--- config.mk ---
export PLATFORM = sky130hd
export DESIGN_NAME = div_unit
export DESIGN_NICKNAME = d
export VERILOG_FILES = /design/src/rtl/div_unit_pkg.sv /design/src/rtl/div_unit_step.sv /design/src/rtl/div_unit.sv
export SDC_FILE = /design/constraint.sdc
export NUM_CORES = 1
export LEC_CHECK = 0
export CAP_MARGIN = 20
export CORE_MARGIN = 3
export CORE_UTILIZATION = 55
export CTS_CLUSTER_SIZE = 25
export DETAILED_ROUTE_END_ITERATION = 10
export HOLD_SLACK_MARGIN = 0.02
export PLACE_DENSITY = 0.79
export SYNTH_ARGS = -nofsm -noshare
export SYNTH_HDL_FRONTEND = slang
export SYNTH_SLANG_ARGS = --single-unit
--- constraint.sdc ---
create_clock -name clk -period 3.4 [get_ports clk]
set_clock_uncertainty 0.05 [all_clocks]
set_input_delay 0.34 -clock clk [delete_from_list [all_inputs] [get_ports clk]]
set_output_delay 0.34 -clock clk [all_outputs]
set_load 0.005 [all_outputs]
--- src/rtl/div_unit_pkg.sv ---
// Shared definitions for the iterative restoring divider: FSM encodings,
// default sizing and the div_signal bit positions driven by the decoder.
package div_unit_pkg;

    localparam int DIV_WIDTH  = 32;
    localparam int DIV_CNT_W  = 5;
    localparam int DIV_START  = 1;
    localparam int DIV_SIGNED = 0;

    typedef enum logic [1:0] {
        DIV_IDLE = 2'd0,
        DIV_RUN  = 2'd1,
        DIV_FIN  = 2'd2
    } div_state_e;

endpackage

--- src/rtl/div_unit_step.sv ---
// One restoring-division iteration: shift {rem,quo} left by one, then
// subtract the divisor when it fits and record the quotient bit.
module div_unit_step
    import div_unit_pkg::*;
#(
    parameter int WIDTH = DIV_WIDTH
) (
    input  logic [WIDTH-1:0] rem_in,
    input  logic [WIDTH-1:0] quo_in,
    input  logic [WIDTH-1:0] divisor,
    output logic [WIDTH-1:0] rem_out,
    output logic [WIDTH-1:0] quo_out
);

    logic [WIDTH:0] rem_shift_s;
    logic [WIDTH:0] diff_s;

    assign rem_shift_s = {rem_in, quo_in[WIDTH-1]};
    // WIDTH+1 bits are enough: the borrow lands in bit WIDTH when the divisor does not fit
    assign diff_s      = rem_shift_s - {1'b0, divisor};

    // Restore or keep the difference depending on the borrow
    always_comb begin
        rem_out = rem_shift_s[WIDTH-1:0];
        quo_out = {quo_in[WIDTH-2:0], 1'b0};
        if (!diff_s[WIDTH]) begin
            rem_out = diff_s[WIDTH-1:0];
            quo_out = {quo_in[WIDTH-2:0], 1'b1};
        end else begin
            rem_out = rem_shift_s[WIDTH-1:0];
            quo_out = {quo_in[WIDTH-2:0], 1'b0};
        end
    end

endmodule

--- src/rtl/div_unit.sv ---
// EX-stage radix-2 restoring divider: 32 iterations on magnitudes, then a
// sign-fix cycle that registers LO (quotient) and HI (remainder).
module div_unit
    import div_unit_pkg::*;
#(
    parameter int WIDTH = DIV_WIDTH,
    parameter int CNT_W = DIV_CNT_W
) (
    input  logic             clk,
    input  logic             resetn,
    input  logic [1:0]       div_signal,
    input  logic [WIDTH-1:0] div_op_a,
    input  logic [WIDTH-1:0] div_op_b,
    input  logic             flush,
    output logic             div_busy,
    output logic             div_done,
    output logic [WIDTH-1:0] div_quotient,
    output logic [WIDTH-1:0] div_remainder
);

    div_state_e       state_r, state_nxt_s;
    logic [CNT_W-1:0] cnt_r;
    logic [WIDTH-1:0] rem_r, quo_r, divisor_r;
    logic [WIDTH-1:0] step_rem_s, step_quo_s;
    logic [WIDTH-1:0] abs_a_s, abs_b_s, fix_quo_s, fix_rem_s;
    logic             sign_q_r, sign_r_r, zero_r;
    logic             start_s, a_neg_s, b_neg_s;
    logic             busy_r, done_r;
    logic [WIDTH-1:0] quotient_r, remainder_r;

    assign start_s = div_signal[DIV_START] & ~flush;
    assign a_neg_s = div_signal[DIV_SIGNED] & div_op_a[WIDTH-1];
    assign b_neg_s = div_signal[DIV_SIGNED] & div_op_b[WIDTH-1];
    // abs(most-negative) wraps to itself, which is the correct unsigned magnitude
    assign abs_a_s = a_neg_s ? ({WIDTH{1'b0}} - div_op_a) : div_op_a;
    assign abs_b_s = b_neg_s ? ({WIDTH{1'b0}} - div_op_b) : div_op_b;

    div_unit_step #(.WIDTH(WIDTH)) u_step (
        .rem_in  (rem_r),
        .quo_in  (quo_r),
        .divisor (divisor_r),
        .rem_out (step_rem_s),
        .quo_out (step_quo_s)
    );

    // Sign fix; a zero divisor forces all-ones quotient and returns the raw dividend
    always_comb begin
        fix_quo_s = quo_r;
        fix_rem_s = rem_r;
        if (zero_r) begin
            fix_quo_s = {WIDTH{1'b1}};
        end else if (sign_q_r) begin
            fix_quo_s = {WIDTH{1'b0}} - quo_r;
        end else begin
            fix_quo_s = quo_r;
        end
        if (sign_r_r) begin
            fix_rem_s = {WIDTH{1'b0}} - rem_r;
        end else begin
            fix_rem_s = rem_r;
        end
    end

    // Next-state logic; flush returns to IDLE from any state
    always_comb begin
        state_nxt_s = state_r;
        case (state_r)
            DIV_IDLE: begin
                if (start_s) state_nxt_s = DIV_RUN;
                else         state_nxt_s = DIV_IDLE;
            end
            DIV_RUN: begin
                if (flush)                              state_nxt_s = DIV_IDLE;
                else if (cnt_r == CNT_W'(WIDTH - 1))    state_nxt_s = DIV_FIN;
                else                                    state_nxt_s = DIV_RUN;
            end
            DIV_FIN:  state_nxt_s = DIV_IDLE;
            default:  state_nxt_s = DIV_IDLE;
        endcase
    end

    // State register and busy flag
    always_ff @(posedge clk) begin
        if (!resetn) begin
            state_r <= DIV_IDLE;
            busy_r  <= 1'b0;
        end else begin
            state_r <= state_nxt_s;
            busy_r  <= (state_nxt_s != DIV_IDLE);
        end
    end

    // Operand latch, iteration datapath and result registers
    always_ff @(posedge clk) begin
        if (!resetn) begin
            cnt_r       <= {CNT_W{1'b0}};
            rem_r       <= {WIDTH{1'b0}};
            quo_r       <= {WIDTH{1'b0}};
            divisor_r   <= {WIDTH{1'b0}};
            sign_q_r    <= 1'b0;
            sign_r_r    <= 1'b0;
            zero_r      <= 1'b0;
            done_r      <= 1'b0;
            quotient_r  <= {WIDTH{1'b0}};
            remainder_r <= {WIDTH{1'b0}};
        end else begin
            done_r <= 1'b0;
            case (state_r)
                DIV_IDLE: begin
                    if (start_s) begin
                        cnt_r     <= {CNT_W{1'b0}};
                        rem_r     <= {WIDTH{1'b0}};
                        quo_r     <= abs_a_s;
                        divisor_r <= abs_b_s;
                        sign_q_r  <= a_neg_s ^ b_neg_s;
                        sign_r_r  <= a_neg_s;
                        zero_r    <= (div_op_b == {WIDTH{1'b0}});
                    end
                end
                DIV_RUN: begin
                    if (!flush) begin
                        rem_r <= step_rem_s;
                        quo_r <= step_quo_s;
                        cnt_r <= cnt_r + CNT_W'(1);
                    end
                end
                DIV_FIN: begin
                    if (!flush) begin
                        quotient_r  <= fix_quo_s;
                        remainder_r <= fix_rem_s;
                        done_r      <= 1'b1;
                    end
                end
                default: begin
                    done_r <= 1'b0;
                end
            endcase
        end
    end

    assign div_busy      = busy_r;
    assign div_done      = done_r;
    assign div_quotient  = quotient_r;
    assign div_remainder = remainder_r;

endmodule

==> impl_metrics.xml, run 1 <==
<?xml version="1.0" encoding="UTF-8"?>
<metrics>
  <group name="die">
    <metric name="die_area" unit="um2">21100</metric>
    <metric name="placeableCoreArea" unit="um2">18900</metric>
    <metric name="die_w" unit="um">145</metric>
    <metric name="top_level_ports" unit="">135</metric>
  </group>
  <group name="placed_design">
    <metric name="gp_routability_congestion" unit="">0.879</metric>
    <metric name="port_buffers" unit="">134</metric>
    <metric name="detailed_place_hpwl" unit="um">20200</metric>
    <metric name="pre_cts_slack" unit="ns">-0.00411</metric>
    <metric name="post-place-cells" unit="">1731</metric>
    <metric name="postPlaceCellArea" unit="um2">12500</metric>
  </group>
  <group name="synth">
    <metric name="avgSynthCellArea" unit="um2">7.84</metric>
    <metric name="post_synth_instance_area" unit="um2">10700</metric>
    <metric name="netlist-cell-type-count" unit="">56</metric>
    <metric name="synth_largest_type_area_fraction" unit="%">32.2</metric>
    <metric name="synth.yosys.seq_area_share" unit="%">32.2</metric>
    <metric name="synth_async_sr_flop_share" unit="%">0</metric>
    <metric name="yosysWarnings" unit="">0</metric>
    <metric name="yosys-stat-cells" unit="">1362</metric>
    <metric name="synth-edff-count" unit="">0</metric>
    <metric name="syn-num-nets" unit="">1470</metric>
    <metric name="postSynth.topFlopCell" unit="">dfxtp_1</metric>
    <metric name="syn-instance-count" unit="">1362</metric>
    <metric name="top_cells_by_area" unit="">dfxtp_1 32%, xor2_1 7.2%, o21ai_0 6.0%</metric>
    <metric name="most_frequent_cells_after_synthesis" unit="">172 x dfxtp_1, 143 x nor2_1, 127 x o21ai_0, 121 x a21oi_1, 115 x nand2_1</metric>
    <metric name="yosys.area.top_type" unit="">dfxtp_1</metric>
    <metric name="ys_ff" unit="">172</metric>
    <metric name="most_frequent_cell_after_synthesis" unit="">dfxtp_1</metric>
    <metric name="area_reported_by_yosys_stat" unit="um2">10700</metric>
  </group>
  <group name="global_routing">
    <metric name="grt.overflow.total" unit="">0</metric>
    <metric name="grt_pass1_vias" unit="">9194</metric>
    <metric name="grt_pass1_wl" unit="um">45400</metric>
    <metric name="grt_busiest_layer" unit="">met1</metric>
    <metric name="grt_max_degree" unit="">71</metric>
    <metric name="grt_util_met3" unit="%">4.08</metric>
    <metric name="met2_usage" unit="%">38.0</metric>
  </group>
  <group name="layout">
    <metric name="non_clock_buffer_count_in_the_final_layout" unit="">189</metric>
    <metric name="seq_area_share" unit="%">26.1</metric>
    <metric name="dominant_kind_of_cell_by_area" unit="">combinational gates</metric>
    <metric name="fillers" unit="">1608</metric>
    <metric name="layout-area-overhead-vs-synth" unit="%">23.3</metric>
    <metric name="area.sequential" unit="um2">3440</metric>
    <metric name="layout.comb_gates.multi_input" unit="">1062</metric>
    <metric name="flop-count" unit="">172</metric>
    <metric name="final_cell_utilization_of_the_core" unit="%">69.7</metric>
    <metric name="signal_buffer_area_fraction" unit="%">13.5</metric>
    <metric name="post-route-cell-area" unit="um2">13200</metric>
    <metric name="comb_share" unit="%">51.5</metric>
    <metric name="clock_buffers" unit="">24</metric>
    <metric name="antenna_cells" unit="">0</metric>
    <metric name="multiInputGateArea" unit="um2">6780</metric>
  </group>
  <group name="power_and_ir_drop">
    <metric name="worst_voltage_drop_across_the_vdd_grid" unit="mV">0.366</metric>
    <metric name="comb_power_share" unit="%">17.1</metric>
    <metric name="power.density" unit="nW/um2">392</metric>
    <metric name="design_power_total" unit="mW">5.16</metric>
    <metric name="power.static_leakage" unit="nW">5.03</metric>
    <metric name="net-switching-power" unit="mW">1.37</metric>
    <metric name="netSwitchingFraction" unit="%">26.5</metric>
    <metric name="intPower" unit="mW">3.80</metric>
    <metric name="sequentialPowerShare" unit="%">41.3</metric>
  </group>
  <group name="sta">
    <metric name="slew_headroom" unit="%">28.9</metric>
    <metric name="hold_ws" unit="ns">0.341</metric>
    <metric name="worst_slew_pin_slew" unit="ns">1.07</metric>
    <metric name="period_needed" unit="ns">3.19</metric>
    <metric name="setup-tns-final" unit="ns">0</metric>
    <metric name="report.final.hold_viol_count" unit="">0</metric>
    <metric name="fmax" unit="GHz">0.313</metric>
  </group>
  <group name="drt">
    <metric name="firstDrtPassIters" unit="">5</metric>
    <metric name="met1Wirelength" unit="um">13600</metric>
    <metric name="met3_length" unit="um">1530</metric>
    <metric name="detail_route.drc_violations" unit="">0</metric>
    <metric name="first_iter_violations" unit="">917</metric>
    <metric name="via_per_inst" unit="">5.75</metric>
    <metric name="max_used_layer" unit="">met4</metric>
    <metric name="vias" unit="">10200</metric>
    <metric name="ant_nets" unit="">0</metric>
    <metric name="drt-total-wl" unit="um">27400</metric>
    <metric name="met2RoutedLength" unit="um">12000</metric>
    <metric name="routed_wire_length_per_instance" unit="um">15.5</metric>
  </group>
  <group name="worst_setup_path">
    <metric name="cp-start-kind" unit="">flip-flop</metric>
    <metric name="worst_setup_path_end_kind" unit="">flip-flop</metric>
    <metric name="list_of_cells_traversed_by_the_critical_path" unit="">inv_1 &gt; ha_1 &gt; fa_1 &gt; nand2b_1 &gt; a21o_1 &gt; a21o_1 &gt; o21ai_0 &gt; buf_4 &gt; and3_1 &gt; or2_2 &gt; o211ai_4 &gt; buf_4 &gt; buf_12 &gt; o2bb2a_1 &gt; o21ai_0</metric>
    <metric name="timing.critical_path.required" unit="ns">3.71</metric>
    <metric name="worst_path_largest_cell_delay" unit="ns">0.40</metric>
    <metric name="critical_path_class" unit="">flip-flop to flip-flop</metric>
    <metric name="critical_path.slowest_cell" unit="">fa_1</metric>
  </group>
  <group name="clock_network">
    <metric name="cts_hold_buf" unit="">0</metric>
    <metric name="cts_root_buffer" unit="">clkbuf_16</metric>
    <metric name="worst_setup_hold_path_clk_slew" unit="ns">0.06</metric>
    <metric name="clock.latency.late_pin" unit="ns">0.44</metric>
    <metric name="cts.sinks" unit="">172</metric>
    <metric name="tritoncts" unit="">yes</metric>
    <metric name="clock_tree.htree_level_count" unit="">4</metric>
  </group>
  <group name="job">
    <metric name="log.warning_count" unit="">26</metric>
    <metric name="cap_violations" unit="">0</metric>
  </group>
  <group name="status">
    <metric name="status" unit="">complete, no violations</metric>
  </group>
  <group name="min_path">
    <metric name="hold_path_class" unit="">input port to flip-flop</metric>
  </group>
</metrics>
[run 1: power groups by stage]
stage / registers, mW / clock network (mW) / logic [mW]
3_5_place_dp: 2.18 / 0 / 0.862
5_1_grt: 2.14 / 2.27 / 0.979
4_1_cts: 2.13 / 2.16 / 0.871
6_report: 2.13 / 2.15 / 0.882
2_1_floorplan: 2.16 / 0 / 0.604
3_3_place_gp: 2.17 / 0 / 0.847
[run 1: cell usage in the layout (no fill, tap or decap), types with 19 or more instances in the layout]
cell             count
nand2_1            115
xnor2_1             56
inv_1               50
a211oi_1            80
nand3_1             19
clkdlybuf4s50_1    133
xor2_1              88
nor2_1             141
o21ai_0            126
ha_1                38
a21oi_1            121
o31ai_1             28
nor2b_1             32
dfxtp_1            172
buf_4               53
mux2i_1             33
[run 1: worst paths after layout]
| kind | start | to | slack [ns] | cells after the start |
|---|---|---|---|---|
| worst min-delay path | resetn | divisor_r[25]$_SDFFE_PN0P_ | 0.34 | 2 |
| worst min register to register | divisor_r[16]$_SDFFE_PN0P_ | divisor_r[16]$_SDFFE_PN0P_ | 0.40 | 2 |
| worst max-delay path | quo_r[31]$_SDFFE_PN0P_ | rem_r[30]$_SDFFE_PN0P_ | 0.21 | 15 |
| worst max register to register | quo_r[31]$_SDFFE_PN0P_ | rem_r[30]$_SDFFE_PN0P_ | 0.21 | 15 |
[run 1: cell families after synthesis]
kind of cell / Yosys count / synth area share, %
adder cells (fa/ha/maj): 39 / 4.64
AND-OR/OR-AND: 430 / 25.0
XOR/XNOR: 144 / 11.8
multiplexers: 33 / 3.09
flip-flops: 172 / 32.2
AND/OR/NAND/NOR: 416 / 18.7
buffers and inverters: 128 / 4.53
[run 1: what timing repair did]
action,CTS,global route
resized,0,1
endpoints found under the setup margin,0,14
setup buffers,0,3
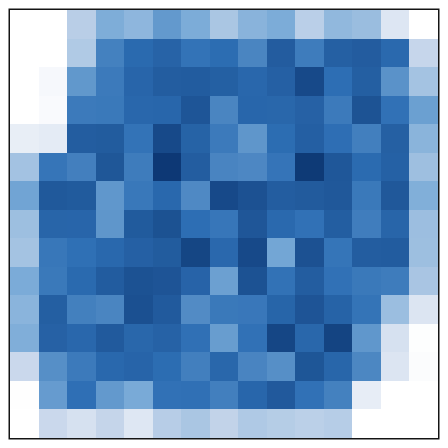
run_1/cell_density.png
The die is cut into 15 by 15 equal tiles; white is low, dark blue is high, 0 to 100% covered.
- tiles over 75% full: 41%
- mean over tiles: 61%
- fullest tile: 97%
- densest ninth of the die: centre

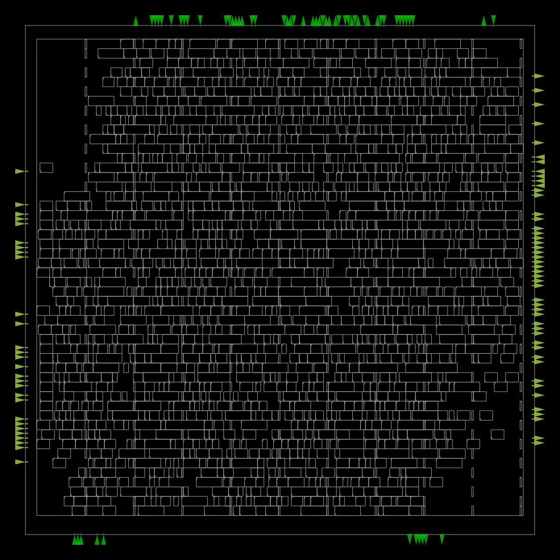
run_1/placement.png
non-filler instance count after layout: 1766
std cell rows: 50
number of tap instances: 260

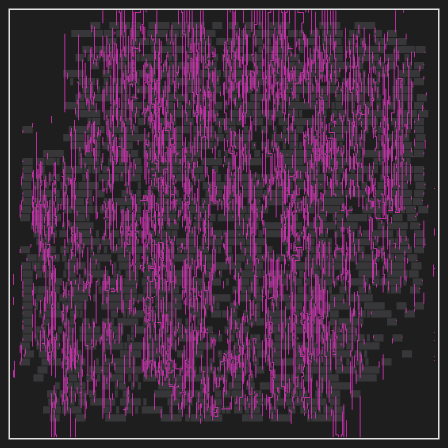
run_1/layer_met2.png
- nets with wire on the layer: 1287
- share of all routed wire: 44%

run_1/logic_types.png
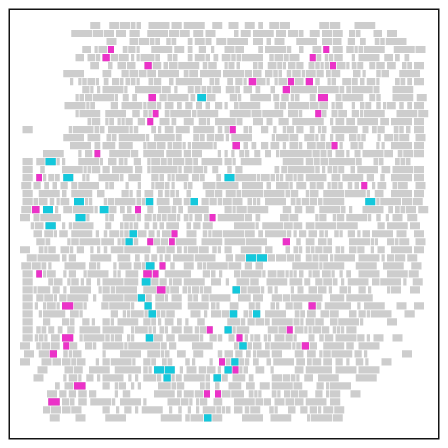

--- run 2 (diff from run 1) ---
- CAP_MARGIN: 20 -> 10
- CTS_BUF_LIST: default -> sky130_fd_sc_hd__clkbuf_16
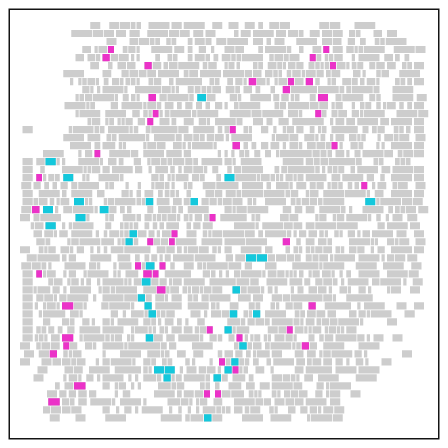
run_2/logic_types.png
- cyan: non-inverting ao/oa cells (cells 34)
- magenta: and/or cells (cells 48; where widely spread)

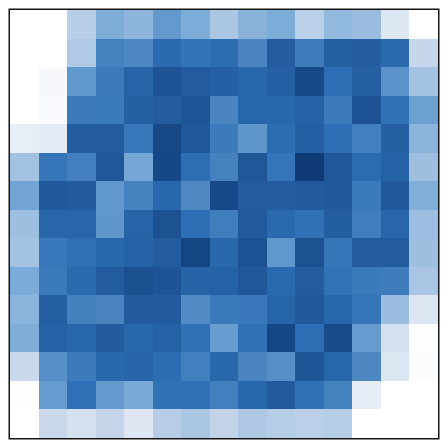
run_2/cell_density.png
The die is cut into 15 by 15 equal tiles; white is low, dark blue is high, 0 to 100% covered.
final cell utilization of the core: 69.7%
Core ar.: 18900 um2
FP Util: 56.5%

==> impl_metrics.xml, run 2 <==
<?xml version="1.0" encoding="UTF-8"?>
<metrics>
  <group name="power_and_ir_drop">
    <metric name="design_power_total" unit="mW">5.05</metric>
    <metric name="worst_voltage_drop_across_the_vdd_grid" unit="mV">0.346</metric>
    <metric name="sequentialPower" unit="mW">2.13</metric>
    <metric name="sequentialPowerShare" unit="%">42.2</metric>
    <metric name="netSwitchingFraction" unit="%">27.1</metric>
    <metric name="comb_cell_power" unit="mW">0.888</metric>
    <metric name="net-switching-power" unit="mW">1.37</metric>
    <metric name="largestPowerGroup" unit="">sequential cells</metric>
    <metric name="power.static_leakage" unit="nW">5.02</metric>
    <metric name="share_clk_of_total_power" unit="%">40.2</metric>
    <metric name="comb_power_share" unit="%">17.6</metric>
    <metric name="intPower" unit="mW">3.68</metric>
    <metric name="power.density" unit="nW/um2">384</metric>
    <metric name="power_clock" unit="mW">2.03</metric>
  </group>
  <group name="layout">
    <metric name="num-nets-final" unit="">1602</metric>
    <metric name="drive_above_1_share" unit="%">6.50</metric>
    <metric name="layout-area-overhead-vs-synth" unit="%">23.2</metric>
    <metric name="fillers" unit="">1609</metric>
    <metric name="final_common_cell" unit="">dfxtp_1</metric>
    <metric name="area.sequential" unit="um2">3440</metric>
    <metric name="antenna_cells" unit="">0</metric>
    <metric name="most-common-layout-cells" unit="">172 x dfxtp_1, 141 x nor2_1, 133 x clkdlybuf4s50_1, 126 x o21ai_0, 121 x a21oi_1</metric>
    <metric name="multiInputGateArea" unit="um2">6780</metric>
  </group>
  <group name="clock_network">
    <metric name="cts_hold_buf" unit="">0</metric>
    <metric name="clock_tree.htree_level_count" unit="">4</metric>
    <metric name="cts_buffers" unit="">17</metric>
    <metric name="number_of_buffers_between_clock_root_and_the_deepest_sink" unit="">2</metric>
    <metric name="cts_root_buffer" unit="">clkbuf_16</metric>
    <metric name="worst_setup_hold_path_clk_slew" unit="ns">0.07</metric>
    <metric name="clock.latency.late_pin" unit="ns">0.44</metric>
    <metric name="cts.sinks" unit="">172</metric>
    <metric name="tritoncts" unit="">yes</metric>
  </group>
  <group name="sta">
    <metric name="rsz_0062_raised_after_global_routing" unit="">false</metric>
    <metric name="report.final.hold_viol_count" unit="">0</metric>
    <metric name="setup_violators_final" unit="">0</metric>
    <metric name="slew_headroom" unit="%">29.2</metric>
    <metric name="final_min_period_over_clock_period" unit="%">94.3</metric>
    <metric name="worst_slew_pin_slew" unit="ns">1.06</metric>
    <metric name="period_needed" unit="ns">3.21</metric>
    <metric name="slew_violations" unit="">0</metric>
    <metric name="fmax" unit="GHz">0.312</metric>
  </group>
  <group name="die">
    <metric name="die_h" unit="um">145</metric>
    <metric name="top_level_ports" unit="">135</metric>
    <metric name="placementRows" unit="">50</metric>
    <metric name="die_w" unit="um">145</metric>
    <metric name="die_area" unit="um2">21100</metric>
  </group>
  <group name="synth">
    <metric name="netlist-cell-type-count" unit="">56</metric>
    <metric name="ys_ff" unit="">172</metric>
    <metric name="top_cells_by_area" unit="">dfxtp_1 32%, xor2_1 7.2%, o21ai_0 6.0%</metric>
    <metric name="post_synth_instance_area" unit="um2">10700</metric>
    <metric name="yosys-stat-cells" unit="">1362</metric>
    <metric name="area_reported_by_yosys_stat" unit="um2">10700</metric>
    <metric name="syn-instance-count" unit="">1362</metric>
    <metric name="synth_largest_type_area_fraction" unit="%">32.2</metric>
    <metric name="synth-edff-count" unit="">0</metric>
    <metric name="most_frequent_cell_after_synthesis" unit="">dfxtp_1</metric>
    <metric name="synth_async_sr_flop_share" unit="%">0</metric>
    <metric name="yosysWarnings" unit="">0</metric>
    <metric name="synth.yosys.seq_area_share" unit="%">32.2</metric>
    <metric name="syn-num-nets" unit="">1470</metric>
    <metric name="postSynth.topFlopCell" unit="">dfxtp_1</metric>
    <metric name="most_frequent_cells_after_synthesis" unit="">172 x dfxtp_1, 143 x nor2_1, 127 x o21ai_0, 121 x a21oi_1, 115 x nand2_1</metric>
    <metric name="yosys.area.top_type" unit="">dfxtp_1</metric>
    <metric name="avgSynthCellArea" unit="um2">7.84</metric>
  </group>
  <group name="drt">
    <metric name="drt-total-wl" unit="um">27400</metric>
    <metric name="firstDrtPassIters" unit="">6</metric>
    <metric name="detail_route.drc_violations" unit="">0</metric>
    <metric name="vias" unit="">10200</metric>
    <metric name="via_per_inst" unit="">5.76</metric>
    <metric name="met2RoutedLength" unit="um">11900</metric>
    <metric name="first_iter_violations" unit="">799</metric>
    <metric name="routed_wire_length_per_instance" unit="um">15.5</metric>
    <metric name="met1Wirelength" unit="um">13500</metric>
    <metric name="max_used_layer" unit="">met4</metric>
    <metric name="ant_nets" unit="">0</metric>
    <metric name="met3_length" unit="um">1680</metric>
  </group>
  <group name="global_routing">
    <metric name="met1_usage" unit="%">38.1</metric>
    <metric name="grt_pass1_vias" unit="">9197</metric>
    <metric name="grt.overflow.total" unit="">0</metric>
    <metric name="grt_max_degree" unit="">71</metric>
    <metric name="grt_pass1_wl" unit="um">45200</metric>
    <metric name="grt_busiest_layer" unit="">met1</metric>
    <metric name="grt_util_met3" unit="%">4.27</metric>
    <metric name="grt_util_all_layers" unit="%">25.3</metric>
    <metric name="met2_usage" unit="%">37.7</metric>
    <metric name="antenna_found_initial" unit="">0</metric>
  </group>
  <group name="job">
    <metric name="log.warning_count" unit="">26</metric>
    <metric name="cap_violations" unit="">0</metric>
  </group>
  <group name="placed_design">
    <metric name="detailed_place_hpwl" unit="um">20200</metric>
    <metric name="gp_routability_congestion" unit="">0.879</metric>
    <metric name="port_buffers" unit="">134</metric>
  </group>
  <group name="worst_setup_path">
    <metric name="timing.critical_path.buf_inv" unit="">4</metric>
    <metric name="crit_fanout" unit="">6</metric>
    <metric name="worst_setup_path_end_kind" unit="">flip-flop</metric>
    <metric name="cp-start-kind" unit="">flip-flop</metric>
    <metric name="critical_path_class" unit="">flip-flop to flip-flop</metric>
    <metric name="critical_path.slowest_cell" unit="">fa_1</metric>
    <metric name="list_of_cells_traversed_by_the_critical_path" unit="">inv_1 &gt; ha_1 &gt; fa_1 &gt; nand2b_1 &gt; a21o_1 &gt; a21o_1 &gt; o21ai_0 &gt; buf_4 &gt; and3_1 &gt; or2_2 &gt; o211ai_4 &gt; buf_12 &gt; buf_4 &gt; mux2i_1 &gt; a32o_1</metric>
    <metric name="timing.critical_path.required" unit="ns">3.68</metric>
    <metric name="critPathArrivalTime" unit="ns">3.49</metric>
    <metric name="crit_family" unit="">AND-OR/OR-AND gates</metric>
    <metric name="worst_path_largest_cell_delay" unit="ns">0.40</metric>
  </group>
  <group name="min_path">
    <metric name="hold_path_class" unit="">input port to flip-flop</metric>
  </group>
  <group name="status">
    <metric name="status" unit="">complete, no violations</metric>
  </group>
</metrics>
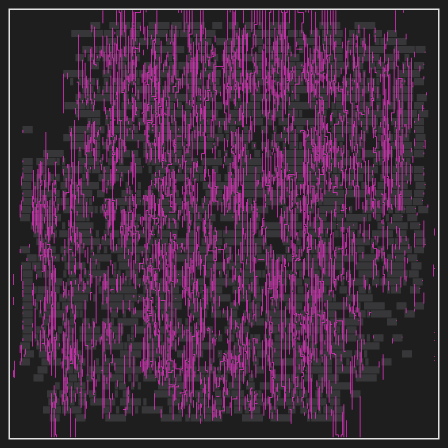
run_2/layer_met2.png
- longest straight run: 49.0 um
- main direction: vertical
- wire length on this layer: 11900 um
- nets with wire on the layer: 1290
- share of all routed wire: 43%

## run 2: path summary, 6_finish.rpt
kind                                            startpoint                    endpoint  slack, ns  depth (start not counted)
worst max-delay path                quo_r[31]$_SDFFE_PN0P_       rem_r[1]$_SDFFE_PN0P_       0.19                         15
worst max register to register      quo_r[31]$_SDFFE_PN0P_       rem_r[1]$_SDFFE_PN0P_       0.19                         15
worst min register to register  divisor_r[16]$_SDFFE_PN0P_  divisor_r[16]$_SDFFE_PN0P_       0.40                          2
worst min-delay path                                resetn  divisor_r[25]$_SDFFE_PN0P_       0.33                          2
## run 2: stage by stage
stage | area (um2) | TNS [ns] | instances | worst slack, ns | hold slack, ns
floorplan | 10700 | 0 | 1362 | 0.453 | 0.369
finish | 13200 | 0 | 1767 | 0.195 | 0.331
detailed placement | 12500 | -0.00411 | 1731 | -0.00411 | 0.399
global placement | 12500 | 0 | 1731 | 0.0575 | 0.393
global route | 13200 | 0 | 1767 | 0.0303 | 0.346
CTS | 13100 | 0 | 1763 | 0.153 | 0.325
## run 2: logic make-up (layout without fill, tap and decap cells)
family	count (synthesis)	after routing	share of synthesized area [%]
AOI/OAI and AO/OA	430	430	25.0
xor gates and xnor gates	144	144	11.8
adders and majority gates	39	39	4.64
buffers and inverters	128	273	4.53
DFF	172	172	32.2
muxes	33	33	3.09
and+or+nand+nor	416	416	18.7
## run 2: area by class of cell
type | count | area share [%]
Sequential cell | 172 | 26.2
Timing Repair Buffer | 190 | 13.8
Inverter | 51 | 1.45
Multi-Input combinational cell | 1062 | 51.5
Clock inverter | 15 | 1.37
Tap cell | 260 | 2.47
Clock buffer | 17 | 3.23
## run 2: what timing repair did
item | 4_1_cts | 5_1_grt
buffers inserted | 0 | 3
setup endpoints to repair | 0 | 14
hold endpoints to repair | 0 | 0
resized | 0 | 2
run_2/placement.png
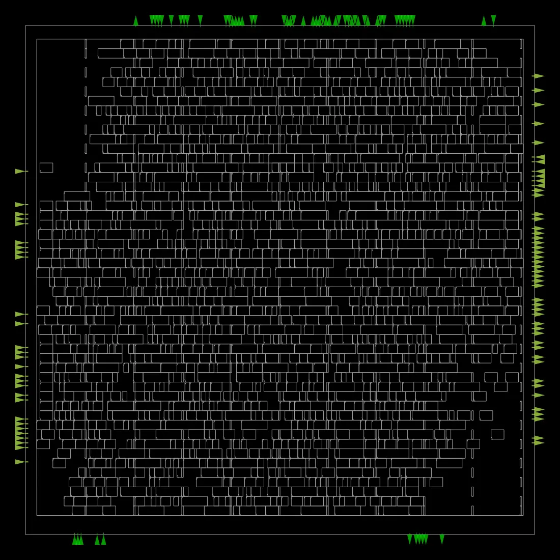

--- run 3 (diff from run 2) ---
- CAP_MARGIN: 10 -> 20
- PLACE_DENSITY: 0.79 -> 0.84
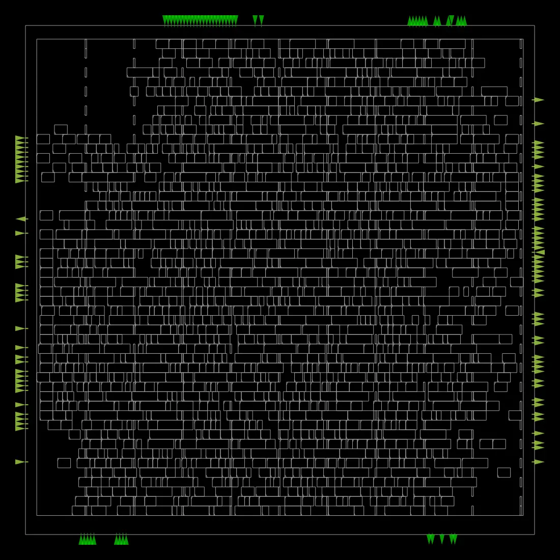
run_3/placement.png
number of fill cells: 1539
flip-flop and latch share of the layout cell area: 26.2%

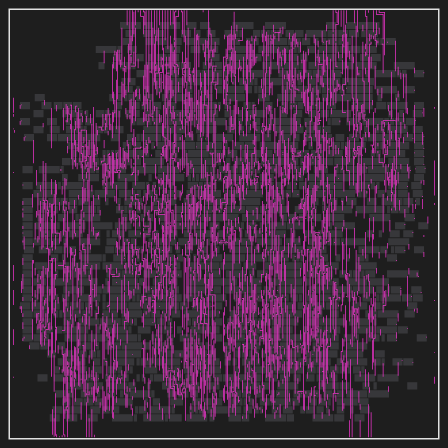
run_3/layer_met2.png
- wire length on this layer: 11900 um
- share of all routed wire: 42%
- main direction: vertical

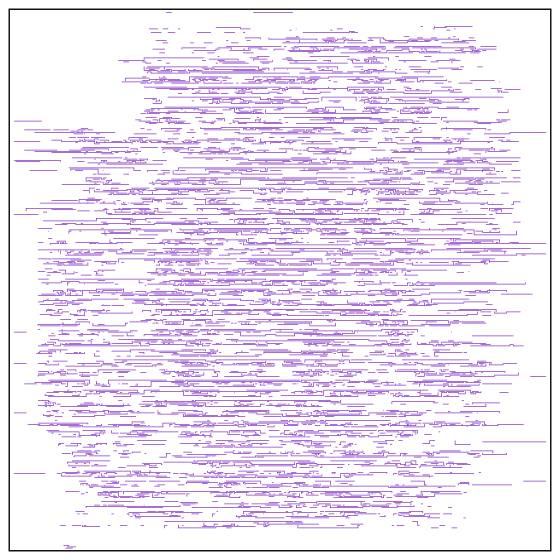
run_3/layer_met1.png
- wire length on this layer: 13800 um
- share of all routed wire: 49%
- nets with wire on the layer: 1482
- longest straight run: 36.3 um
- main direction: horizontal

==> impl_metrics.xml, run 3 <==
<?xml version="1.0" encoding="UTF-8"?>
<metrics>
  <group name="min_path">
    <metric name="hold-path-cell-count" unit="">2</metric>
    <metric name="min_delay_worst_endpoint" unit="">sign_r_r$_SDFFE_PN0P_</metric>
    <metric name="min_from" unit="">resetn</metric>
  </group>
  <group name="synth">
    <metric name="postSynth.topFlopCell" unit="">dfxtp_1</metric>
    <metric name="most_frequent_cell_after_synthesis" unit="">dfxtp_1</metric>
    <metric name="post_synth_instance_area" unit="um2">10700</metric>
    <metric name="area_reported_by_yosys_stat" unit="um2">10700</metric>
    <metric name="netlist-cell-type-count" unit="">56</metric>
    <metric name="syn-num-nets" unit="">1470</metric>
    <metric name="synth-edff-count" unit="">0</metric>
    <metric name="yosys.area.top_type" unit="">dfxtp_1</metric>
  </group>
  <group name="drt">
    <metric name="routed_wire_length_per_instance" unit="um">16.0</metric>
    <metric name="via_per_inst" unit="">5.85</metric>
    <metric name="detail_route.drc_violations" unit="">0</metric>
    <metric name="firstDrtPassIters" unit="">6</metric>
    <metric name="vias" unit="">10300</metric>
  </group>
  <group name="clock_network">
    <metric name="cts_root_buffer" unit="">clkbuf_16</metric>
    <metric name="cts_buffers" unit="">17</metric>
  </group>
  <group name="global_routing">
    <metric name="grt.overflow.total" unit="">0</metric>
    <metric name="antenna_found_initial" unit="">0</metric>
    <metric name="grt_pass1_wl" unit="um">45400</metric>
    <metric name="grt_max_degree" unit="">71</metric>
  </group>
  <group name="worst_setup_path">
    <metric name="crit_cells" unit="">14</metric>
    <metric name="timing.critical_path.buf_inv" unit="">3</metric>
    <metric name="critical_path.slowest_cell" unit="">dfxtp_1</metric>
    <metric name="list_of_cells_traversed_by_the_critical_path" unit="">inv_1 &gt; ha_1 &gt; fa_1 &gt; nand2b_1 &gt; a21o_1 &gt; a21o_1 &gt; o21ai_0 &gt; buf_4 &gt; and3_1 &gt; or2_2 &gt; o211ai_4 &gt; buf_4 &gt; o2bb2a_1 &gt; o21ai_0</metric>
    <metric name="rrSetupSlack" unit="ns">0.15</metric>
    <metric name="critical_path_class" unit="">flip-flop to flip-flop</metric>
    <metric name="crit_fanout" unit="">5</metric>
    <metric name="worst_path_largest_cell_delay" unit="ns">0.42</metric>
    <metric name="rr_endpoint" unit="">rem_r[30]$_SDFFE_PN0P_</metric>
    <metric name="cp-start-kind" unit="">flip-flop</metric>
    <metric name="timing.critical_path.required" unit="ns">3.71</metric>
    <metric name="setup.worst_path.start" unit="">quo_r[31]$_SDFFE_PN0P_</metric>
  </group>
  <group name="power_and_ir_drop">
    <metric name="netSwitchingFraction" unit="%">30.0</metric>
    <metric name="intPower" unit="mW">3.52</metric>
    <metric name="design_power_total" unit="mW">5.03</metric>
    <metric name="comb_power_share" unit="%">17.7</metric>
    <metric name="power.density" unit="nW/um2">382</metric>
    <metric name="worst_voltage_drop_across_the_vdd_grid" unit="mV">0.380</metric>
    <metric name="net-switching-power" unit="mW">1.51</metric>
  </group>
  <group name="die">
    <metric name="placeableCoreArea" unit="um2">18900</metric>
    <metric name="die_w" unit="um">145</metric>
    <metric name="placementRows" unit="">50</metric>
    <metric name="core_util_floorplan" unit="%">56.5</metric>
    <metric name="die_area" unit="um2">21100</metric>
  </group>
  <group name="placed_design">
    <metric name="postPlaceCellArea" unit="um2">12500</metric>
    <metric name="port_buffers" unit="">134</metric>
    <metric name="detailed_place_hpwl" unit="um">20600</metric>
  </group>
  <group name="layout">
    <metric name="drive_above_1_share" unit="%">6.83</metric>
    <metric name="most-common-layout-cells" unit="">172 x dfxtp_1, 142 x nor2_1, 133 x clkdlybuf4s50_1, 126 x o21ai_0, 121 x a21oi_1</metric>
    <metric name="post-route-cell-area" unit="um2">13200</metric>
    <metric name="antenna_cells" unit="">0</metric>
    <metric name="layout-area-overhead-vs-synth" unit="%">23.2</metric>
    <metric name="num-nets-final" unit="">1602</metric>
  </group>
  <group name="sta">
    <metric name="hold_ws" unit="ns">0.187</metric>
    <metric name="rsz_0062_raised_after_global_routing" unit="">false</metric>
    <metric name="slew_violations" unit="">0</metric>
    <metric name="fmax" unit="GHz">0.308</metric>
    <metric name="worst_slew_pin_slew" unit="ns">1.02</metric>
    <metric name="setup_violators_final" unit="">0</metric>
  </group>
  <group name="job">
    <metric name="cap_violations" unit="">0</metric>
    <metric name="log.warning_count" unit="">26</metric>
  </group>
  <group name="status">
    <metric name="status" unit="">complete, no violations</metric>
  </group>
</metrics>
==> run 3: cell families (layout without fill, tap and decap cells) <==
group | after synthesis | in the layout | share of synthesized area [%]
adders and majority gates | 39 | 39 | 4.64
DFF | 172 | 172 | 32.2
buffers and inverters | 128 | 272 | 4.53
and+or+nand+nor | 416 | 416 | 18.7
AOI/OAI and AO/OA | 430 | 431 | 25.0
xor gates and xnor gates | 144 | 144 | 11.8
muxes | 33 | 33 | 3.09
==> run 3: power groups by stage <==
stage	Clock, mW	Combinational, mW	Sequential [mW]
after floorplan	0	0.604	2.16
after global placement	0	0.844	2.18
after detailed placement	0	0.866	2.18
after CTS	2.01	0.873	2.14
after global routing	2.10	0.986	2.15
final	1.99	0.892	2.14
==> run 3: timing repair <==
action / CTS / global route
setup buffers: 0 / 5
hold buffers: 0 / 0
hold endpoints to repair: 0 / 0
endpoints found under the setup margin: 0 / 24
resized: 0 / 1
==> run 3: final cells by class <==
| class | instances | area (um2) | area share, % |
|---|---|---|---|
| clock inverters | 15 | 174 | 1.32 |
| flip-flops and latches | 172 | 3440 | 26.2 |
| clock buffers | 17 | 425 | 3.23 |
| repair buffers | 189 | 1800 | 13.7 |
| well taps | 260 | 325 | 2.47 |
| inverters | 51 | 191 | 1.46 |
| multi-input cells | 1063 | 6790 | 51.6 |
==> run 3: per-layer routing <==
| layer | GRT usage [%] | vias to the layer above | routed length [um] | part of all wire (%) |
|---|---|---|---|---|
| met5 | 0 | - | 0 | 0 |
| met4 | 6.08 | 0 | 299 | 1.1 |
| met3 | 4.89 | 29 | 2190 | 7.8 |
| met2 | 37.2 | 399 | 11900 | 42 |
| met1 | 38.9 | 4768 | 13800 | 49 |
| li1 | - | 5139 | - | - |
Power and IR drop assume default switching activity.
